[config.mk]
export PLATFORM = sky130hd
export DESIGN_NAME = inst_fetch_flat
export DESIGN_NICKNAME = d
export VERILOG_FILES = /design/src/rtl/inst_fetch_if.sv /design/src/rtl/inst_fetch.sv /design/src/flat_wrapper.sv
export SDC_FILE = /design/constraint.sdc
export NUM_CORES = 1
export LEC_CHECK = 0
export CAP_MARGIN = 20
export CORE_MARGIN = 4
export CORE_UTILIZATION = 35
export DETAILED_ROUTE_END_ITERATION = 16
export RECOVER_POWER = 50
export SLEW_MARGIN = 30
export SYNTH_ARGS = -nofsm -noshare
export SYNTH_HDL_FRONTEND = slang
export SYNTH_SLANG_ARGS = --single-unit
[constraint.sdc]
create_clock -name clk -period 3.1 [get_ports clk]
set_input_delay 0.62 -clock clk [delete_from_list [all_inputs] [get_ports clk]]
set_output_delay 0.62 -clock clk [all_outputs]
set_load 0.02 [all_outputs]
[src/rtl/inst_fetch_if.sv]
// Fetch-stage bus bundle: instruction ROM address/data, execute redirects and
// the {pc, instruction} delivery handshake towards decode.
interface inst_fetch_if;
  logic [31:0] inst_addr;
  logic [31:0] inst_i;
  logic        redirect_valid;
  logic [31:0] redirect_pc;
  logic        if_valid;
  logic        if_ready;
  logic [31:0] if_pc;
  logic [31:0] if_inst;
  logic        if_err;

  modport master (
    output inst_addr,
    input  inst_i,
    input  redirect_valid,
    input  redirect_pc,
    output if_valid,
    input  if_ready,
    output if_pc,
    output if_inst,
    output if_err
  );

  modport slave (
    input  inst_addr,
    output inst_i,
    output redirect_valid,
    output redirect_pc,
    input  if_valid,
    output if_ready,
    input  if_pc,
    input  if_inst,
    input  if_err
  );
endinterface

[src/rtl/inst_fetch.sv]
// Instruction fetch stage: owns the PC, drives a one-cycle-latency ROM and
// buffers returned words in a 2-entry FIFO so decode stalls never drop data.
module inst_fetch #(
  parameter logic [31:0] RESET_PC   = 32'h0000_0000,
  parameter int          IROM_SPACE = 4096
) (
  input logic          clk,
  input logic          rst,
  inst_fetch_if.master bus
);

  localparam logic [31:0] IROM_LIMIT = 32'(IROM_SPACE * 4);
  localparam logic [31:0] NOP_INST   = 32'h0000_0013;

  typedef struct packed {
    logic [31:0] pc;
    logic [31:0] inst;
    logic        err;
  } entry_t;

  logic [31:0] pc_q;
  logic        inflight_valid_q;
  logic [31:0] inflight_pc_q;
  logic        inflight_err_q;
  entry_t      head_q, tail_q, head_d, tail_d, ret_entry;
  logic [1:0]  count_q, count_d, remaining;
  logic [2:0]  occupancy;
  logic        pop, push, issue;

  // Issue only when everything already owed to the FIFO, minus this cycle's
  // pop, leaves a free slot; this is what makes a push into a full FIFO impossible.
  always_comb begin
    pop       = (count_q != 2'd0) & bus.if_ready;
    push      = inflight_valid_q & ~bus.redirect_valid;
    occupancy = {1'b0, count_q} + {2'b00, inflight_valid_q} - {2'b00, pop};
    issue     = ~bus.redirect_valid & (occupancy < 3'd2);
    remaining = count_q - {1'b0, pop};
    ret_entry = '{pc: inflight_pc_q,
                  inst: inflight_err_q ? NOP_INST : bus.inst_i,
                  err: inflight_err_q};
    head_d    = head_q;
    tail_d    = tail_q;
    count_d   = count_q;
    if (bus.redirect_valid) begin
      count_d = 2'd0;
    end else begin
      if (pop) begin
        head_d = tail_q;
      end
      if (push) begin
        if (remaining == 2'd0) begin
          head_d = ret_entry;
        end else begin
          tail_d = ret_entry;
        end
      end
      count_d = remaining + {1'b0, push};
    end
  end

  always_ff @(posedge clk) begin
    if (rst) begin
      pc_q             <= RESET_PC;
      inflight_valid_q <= 1'b0;
      inflight_pc_q    <= 32'h0;
      inflight_err_q   <= 1'b0;
      head_q           <= '0;
      tail_q           <= '0;
      count_q          <= 2'd0;
    end else begin
      head_q           <= head_d;
      tail_q           <= tail_d;
      count_q          <= count_d;
      inflight_valid_q <= issue;
      if (bus.redirect_valid) begin
        pc_q <= {bus.redirect_pc[31:2], 2'b00};
      end else if (issue) begin
        pc_q <= pc_q + 32'd4;
      end
      if (issue) begin
        inflight_pc_q  <= pc_q;
        inflight_err_q <= (pc_q >= IROM_LIMIT);
      end
    end
  end

  assign bus.inst_addr = pc_q;
  assign bus.if_valid  = (count_q != 2'd0);
  assign bus.if_pc     = head_q.pc;
  assign bus.if_inst   = head_q.inst;
  assign bus.if_err    = head_q.err;

endmodule

[src/flat_wrapper.sv]
// flat-port wrapper written by rule: the top's interface ports become plain ports
module inst_fetch_flat 
#(
  parameter logic [31:0] RESET_PC   = 32'h0000_0000,
  parameter int          IROM_SPACE = 4096
)
  (clk, rst, bus_inst_addr, bus_inst_i, bus_redirect_valid, bus_redirect_pc, bus_if_valid, bus_if_ready, bus_if_pc, bus_if_inst, bus_if_err);
  inst_fetch_if bus_i ();
  input logic clk;
  input logic rst;
  output wire logic [$bits(bus_i.inst_addr)-1:0] bus_inst_addr;
  input wire logic [$bits(bus_i.inst_i)-1:0] bus_inst_i;
  input wire logic [$bits(bus_i.redirect_valid)-1:0] bus_redirect_valid;
  input wire logic [$bits(bus_i.redirect_pc)-1:0] bus_redirect_pc;
  output wire logic [$bits(bus_i.if_valid)-1:0] bus_if_valid;
  input wire logic [$bits(bus_i.if_ready)-1:0] bus_if_ready;
  output wire logic [$bits(bus_i.if_pc)-1:0] bus_if_pc;
  output wire logic [$bits(bus_i.if_inst)-1:0] bus_if_inst;
  output wire logic [$bits(bus_i.if_err)-1:0] bus_if_err;
  assign bus_inst_addr = bus_i.inst_addr;
  assign bus_i.inst_i = bus_inst_i;
  assign bus_i.redirect_valid = bus_redirect_valid;
  assign bus_i.redirect_pc = bus_redirect_pc;
  assign bus_if_valid = bus_i.if_valid;
  assign bus_i.if_ready = bus_if_ready;
  assign bus_if_pc = bus_i.if_pc;
  assign bus_if_inst = bus_i.if_inst;
  assign bus_if_err = bus_i.if_err;
  inst_fetch #(.RESET_PC(RESET_PC), .IROM_SPACE(IROM_SPACE)) u_core (.clk(clk), .rst(rst), .bus(bus_i));
endmodule
### Layout detail, run 1

Window x 112 to 132, y 112 to 132 µm. Cells in grey, sequential cells in the stronger grey; small squares are vias.
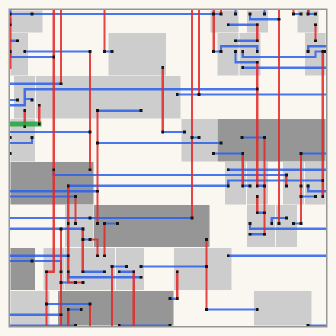
met3: shown in green. met1: shown in blue. met2: shown in red.
27 logic cells have their middle in the window. Sequential cells in the window: 4. Netlist names of flops here include u_core.tail_q (2). Most frequent: nand2_1 (9), dfxtp_1 (4), a21oi_1 (3).

### Cell sizes after repair, run 1

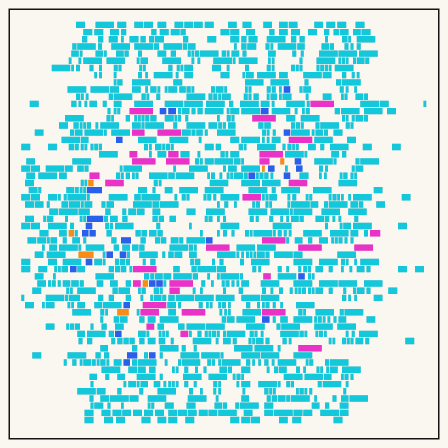
drive 2: shown in orange, cells 7. drive 3 to 4: shown in blue, cells 31. drive 6 and up: shown in magenta, cells 33. drive 1 or less: shown in cyan, cells 1132.
P&R area growth vs syn: 30.6%
Non-CTS buffers: 194
final setup margin: 0.224 ns
design area: 0.0108 mm²

### Cell density map, run 1

The die is cut into 16 by 16 equal tiles; white is low, dark blue is high, 0 to 100% covered.
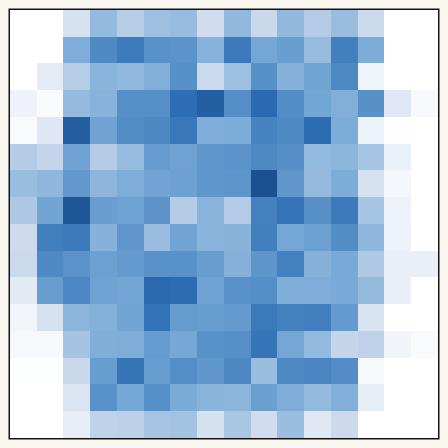
The emptiest ninth of the die: bottom right. The mean over all tiles is 40%. 13% of the tiles are nearly empty. 3.5% of the tiles are over 75% full.
FP Util: 35.5%
Core Region: 0.0234 mm²
Layout Utilization: 46.3%

==> results.ini, run 1 <==
[run]
warning_count = 30
max_cap_viol_count = 0

[clocking]
cts_tree = done
ctsResizeCount = 0
cts_buffers = 17
cts_setup_buffers = 0
clock_path_buffers = 2
cts_hold_buf = 0
cts.sinks = 192
clk_pin_slew_worst_paths_ns = 0.07
clk_latency_ns = 0.43
h-tree-depth = 4
cts-root-buf = clkbuf_16

[layout]
fin_nets = 1263
drive_above_1_share_pct = 5.90
largest_register_ff_count = 63
n_antenna_cell = 1
comb_share_pct = 37.7
final-comb-area_mm2 = 0.00408
regArea_mm2 = 0.00384
clock_cell_area_share_pct = 5.18
layout.cells.non_filler = 1523
layout.nonclk_buf_share_pct = 17.6
lay_top_cells = nand2_1 (281), dfxtp_1 (192), a21oi_1 (110)
seq-cell-share_pct = 35.4
seq_cells = 192
dominant-cell-class = multi-input combinational cells
inv_count = 13
lay_top_count = nand2_1
largest_register = u_core.tail_q
logic_gates = 772
num-fill-cells = 2372
clkbuf_count = 19

[worst_setup_path]
cpPeakStageDelay_ns = 0.57
cp_slowest_cell = or4_4
path_max_fanout = 6
crit_family = simple AND/OR/NAND/NOR gates
reg2regPathDepth = 8
cp_cell_sequence = clkdlybuf4s50_1 -> clkbuf_1 -> o21ai_0 -> nor2_1 -> fa_1 -> xnor2_2 -> nand2_1 -> or4_4 -> or3_1 -> a311oi_1
crit_arrival_ns = 3.22
critPathLaunch = bus_if_ready
critPathBufInv = 2
reg2reg_slack_ns = 0.49
cp-endpoint = u_core.bus.inst_addr[30]$_SDFFE_PP0P_
critPathCaptureType = register
r2r_end = u_core.bus.inst_addr[30]$_SDFFE_PP0P_
setup.worst_path.class = primary input to register
worstPathRequired_ns = 3.44
path_depth = 10

[grt]
grt_pass1_wl_mm = 40.0
grt_antenna_before_repair = 1
grt_max_degree = 96
use_met3_pct = 3.55
busiest_layer = met2
globalRouteOverflowTotal = 0
grt_pass1_vias = 7202
globalRouteMet1Util_pct = 26.9
grt_usage_pct = 18.8
grt_use_met2_pct = 28.9

[floorplan]
row_count = 56
die_area_mm2 = 0.0263
die_h_um = 162
tap_cells = 319
io-pin-count = 166
fp.dieW_um = 162

[placement]
place.gp.congestion = 0.816
dp_hpwl_mm = 16.1
place_ws_ns = -0.203
portBuffers = 161
dpl-instance-area_mm2 = 0.0103

[synth]
synthMuxAreaShare_pct = 1.21
yosysSeqAreaShare_pct = 46.3
netlist_area_mm2 = 0.00830
yosysTopAreaCell = dfxtp_1
synth_cell_type_count = 44
avgSynthCellArea_um2 = 7.77
yosysChipArea_mm2 = 0.00830
ys_cells = 1069
ys_sh_aoi_pct = 19.3
synth_warnings = 0
synthXorXnorAreaFrac_pct = 2.94
topCellsByArea = dfxtp_1 (46%), nand2_1 (13%), a21oi_1 (6.7%)
post-synth-top-count-cell = nand2_1
synth_top_area_share_pct = 46.3
synth-main-ff-cell = dfxtp_1
ys_async_sr_fraction_pct = 0
top_logic_kind = simple AND/OR/NAND/NOR gates
synthSimpleGateAreaFrac_pct = 24.5
synthTopCellsByCount = nand2_1 (282), dfxtp_1 (192), a21oi_1 (111), clkbuf_1 (85), nor2_1 (79)
yosys.area_share.adder_pct = 0.844
netlist_instances = 1069
synth_flop_count = 192

[sta]
fmax_mhz = 348
worst_slew_pin_slew_ns = 0.886
setup_viol = 0
fin_crit_ns = 2.88
timing.hold.ws_ns = 0.455
hold_violations = 0
finalClockSkew_ns = 0.0125
fin_crit_sh_pct = 92.8
setup_tns_ns = 0
maxSlewHeadroom_pct = 41.0
drv_slew = 0

[power_and_ir_drop]
clock_power_mw = 2.12
leakage_nw = 4.02
power_density_mw_per_mm2 = 514
powerSeq_mw = 2.68
clkPwrFrac_pct = 38.0
p_total_mw = 5.58
sequentialPowerShare_pct = 48.0
p_int_mw = 3.98
p_sw_share_pct = 28.6
comb_power_share_pct = 14.0
switching_power_mw = 1.59
ir_drop_uv = 398
comb-power_mw = 0.781
power_leader = registers

[route]
drtPass1Iterations = 5
vias = 7771
drc = 0
routed_wl_mm = 25.2
wl_met2_mm = 11.6
antenna_left = 0
route.met3.wl_mm = 1.03
wl_per_cell_um = 16.6
wl_met1_mm = 12.1
top_layer = met4
vias_per_cell = 5.10

[min_path]
hold_start = u_core.tail_q[38]$_SDFFE_PP0P_
worstHoldPathType = register to register
hold_end = u_core.tail_q[38]$_SDFFE_PP0P_
holdPathStages = 2

[run_status]
status = complete, no violations

### I/O pins on the die edge, run 1

The bar under the picture is 50 µm long. Pins as bars across the die edge, other pins in grey.
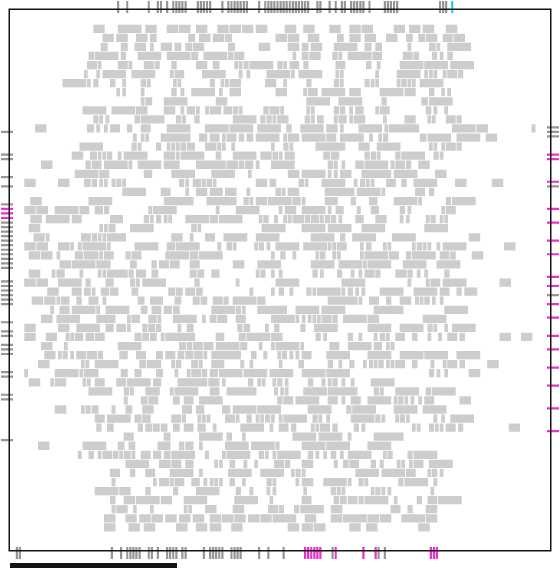

==> run 1 -> run 2 <==
--- a/config.mk
+++ b/config.mk
@@ -5,7 +5,7 @@
 export SDC_FILE = /design/constraint.sdc
 export NUM_CORES = 1
 export LEC_CHECK = 0
-export CAP_MARGIN = 20
+export CAP_MARGIN = 40
 export CORE_MARGIN = 4
 export CORE_UTILIZATION = 35
 export DETAILED_ROUTE_END_ITERATION = 16
@@ -14,3 +14,4 @@
 export SYNTH_ARGS = -nofsm -noshare
 export SYNTH_HDL_FRONTEND = slang
 export SYNTH_SLANG_ARGS = --single-unit
+export TNS_END_PERCENT = 100
### I/O pins on the die edge, run 2

The bar under the picture is 50 µm long. Pins as bars across the die edge, other pins in grey.
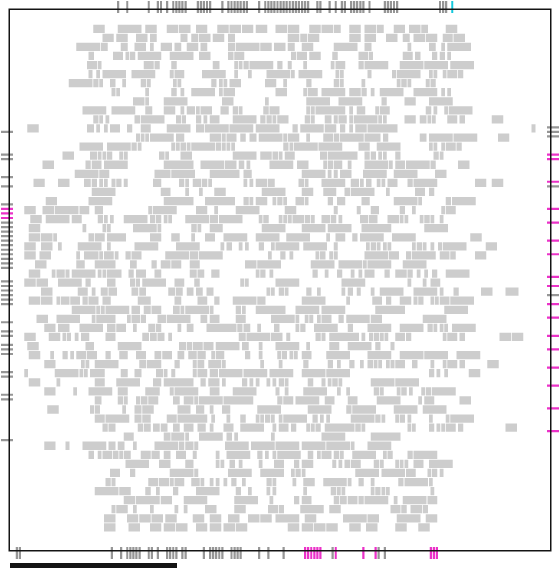
bus_if_pc: shown in magenta, pins 32, direction output, edge 17 right, 12 bottom, 3 left. clk: shown in cyan, pins 1, direction input, edge top.
port bufs: 161
Chip Height: 162 µm
DIE WIDTH: 162 µm

### Cell density map, run 2

The die is cut into 16 by 16 equal tiles; white is low, dark blue is high, 0 to 100% covered.
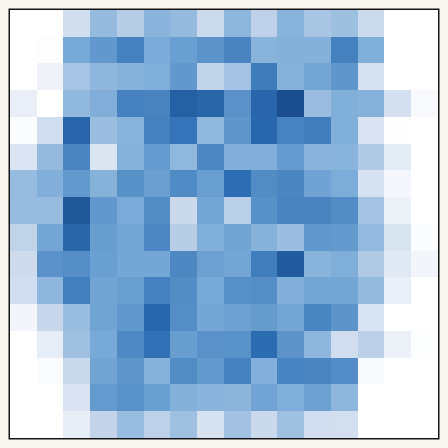
The emptiest ninth of the die: bottom right. 4.7% of the tiles are over 75% full. 14% of the tiles are nearly empty. The fullest tile reaches 88%. The mean over all tiles is 40%.
Layout Utilization: 46.4%

==> run 2 against run 1 <==
Setup slack got worse by 0.0066 ns. Global-route usage barely moved. Utilization rose by 0.10 points. Non-clock buffer count rose by 1. Clock power barely moved. Sequential cell count did not move. Synthesized area did not move. Hold slack got worse by 0.00073 ns. Power rose by 0.62%. Combinational power barely moved. Die size did not move. Synthesized cell count did not move. Largest cell class unchanged.
==> results.ini, run 2 <==
[clocking]
ctsResizeCount = 0
cts.sinks = 192
cts-root-buf = clkbuf_16
cts_tree = done
cts_buffers = 17
clk_latency_ns = 0.43
h-tree-depth = 4
cts_setup_buffers = 0

[grt]
grt_max_degree = 96
use_met3_pct = 2.77
globalRouteMet1Util_pct = 27.0
grt_antenna_before_repair = 1
grt_pass1_vias = 7192
grt_use_met2_pct = 28.8
grt_pass1_wl_mm = 40.1
globalRouteOverflowTotal = 0
busiest_layer = met2
grt_usage_pct = 18.9

[min_path]
hold_start = u_core.tail_q[41]$_SDFFE_PP0P_
worstHoldPathType = register to register
hold_end = u_core.tail_q[41]$_SDFFE_PP0P_
holdPathStages = 2

[route]
route.met3.wl_um = 996
antenna_left = 0
vias_per_cell = 5.14
wl_per_cell_um = 16.6
wl_met1_mm = 12.2
top_layer = met4
routed_wl_mm = 25.2
wl_met2_mm = 11.4
drtPass1Iterations = 5

[run_status]
status = complete, no violations

[worst_setup_path]
critPathCaptureType = register
r2r_end = u_core.bus.inst_addr[30]$_SDFFE_PP0P_
critPathBufInv = 2
cp_slowest_cell = or4_4
reg2reg_slack_ns = 0.47
crit_family = simple AND/OR/NAND/NOR gates
path_max_fanout = 6
reg2regPathDepth = 8
worstPathRequired_ns = 3.44
cpPeakStageDelay_ns = 0.56
cp-endpoint = u_core.bus.inst_addr[30]$_SDFFE_PP0P_
cp_cell_sequence = clkdlybuf4s50_1 -> clkbuf_1 -> o21ai_0 -> nor2_1 -> fa_1 -> xnor2_2 -> nand2_1 -> or4_4 -> or3_1 -> a311oi_1
setup.worst_path.class = primary input to register

[layout]
lay_top_cells = nand2_1 (282), dfxtp_1 (192), a21oi_1 (110)
regArea_mm2 = 0.00384
design_area_mm2 = 0.0109
lay_top_count = nand2_1
clock_cell_area_share_pct = 5.26
logic_gates = 772
largest_register_ff_count = 63
seq_cells = 192
clkbuf_count = 19
drive_above_1_share_pct = 5.98
inv_count = 13
area_growth_pct = 30.9
buffers = 195
n_antenna_cell = 1
dominant-cell-class = multi-input combinational cells
layout.cells.non_filler = 1524
num-fill-cells = 2366
comb_share_pct = 37.6
largest_register = u_core.tail_q
layout.nonclk_buf_share_pct = 17.7

[sta]
worst_slew_pin_slew_ns = 0.863
fmax_mhz = 347
maxSlewHeadroom_pct = 42.5
setup_viol = 0
layout_setup_ws_ns = 0.218
hold_violations = 0
rsz0062_at_grt = no
timing.hold.ws_ns = 0.455
fin_crit_sh_pct = 93.0
setup_tns_ns = 0
drv_slew = 0
fin_crit_ns = 2.88

[synth]
post-synth-top-count-cell = nand2_1
ys_cells = 1069
ys_sh_aoi_pct = 19.3
synth_cell_type_count = 44
synthTopCellsByCount = nand2_1 (282), dfxtp_1 (192), a21oi_1 (111), clkbuf_1 (85), nor2_1 (79)
yosysChipArea_mm2 = 0.00830
synth-main-ff-cell = dfxtp_1
ys_async_sr_fraction_pct = 0
synth_top_area_share_pct = 46.3
synth_warnings = 0
yosysTopAreaCell = dfxtp_1
topCellsByArea = dfxtp_1 (46%), nand2_1 (13%), a21oi_1 (6.7%)
netlist_area_mm2 = 0.00830
synthMuxAreaShare_pct = 1.21
yosys.area_share.adder_pct = 0.844
synthSimpleGateAreaFrac_pct = 24.5

[power_and_ir_drop]
clkPwrFrac_pct = 38.4
sequentialPowerShare_pct = 47.7
comb-power_mw = 0.784
leakage_nw = 4.04
powerSeq_mw = 2.68
comb_power_share_pct = 14.0
power_leader = registers
power_density_mw_per_mm2 = 516
p_total_mw = 5.61
p_sw_share_pct = 28.6
p_int_mw = 4.01

[placement]
place.gp.congestion = 0.816
dpl-instance-area_mm2 = 0.0103
dpl.cell_count = 1491
place_ws_ns = -0.200
dp_hpwl_mm = 16.2

[floorplan]
initial_utilization_pct = 35.5
row_count = 56
io-pin-count = 166
coreArea_mm2 = 0.0234
tap_cells = 319

[run]
warning_count = 30
max_cap_viol_count = 0

Power is estimated from default activity; no workload was simulated.
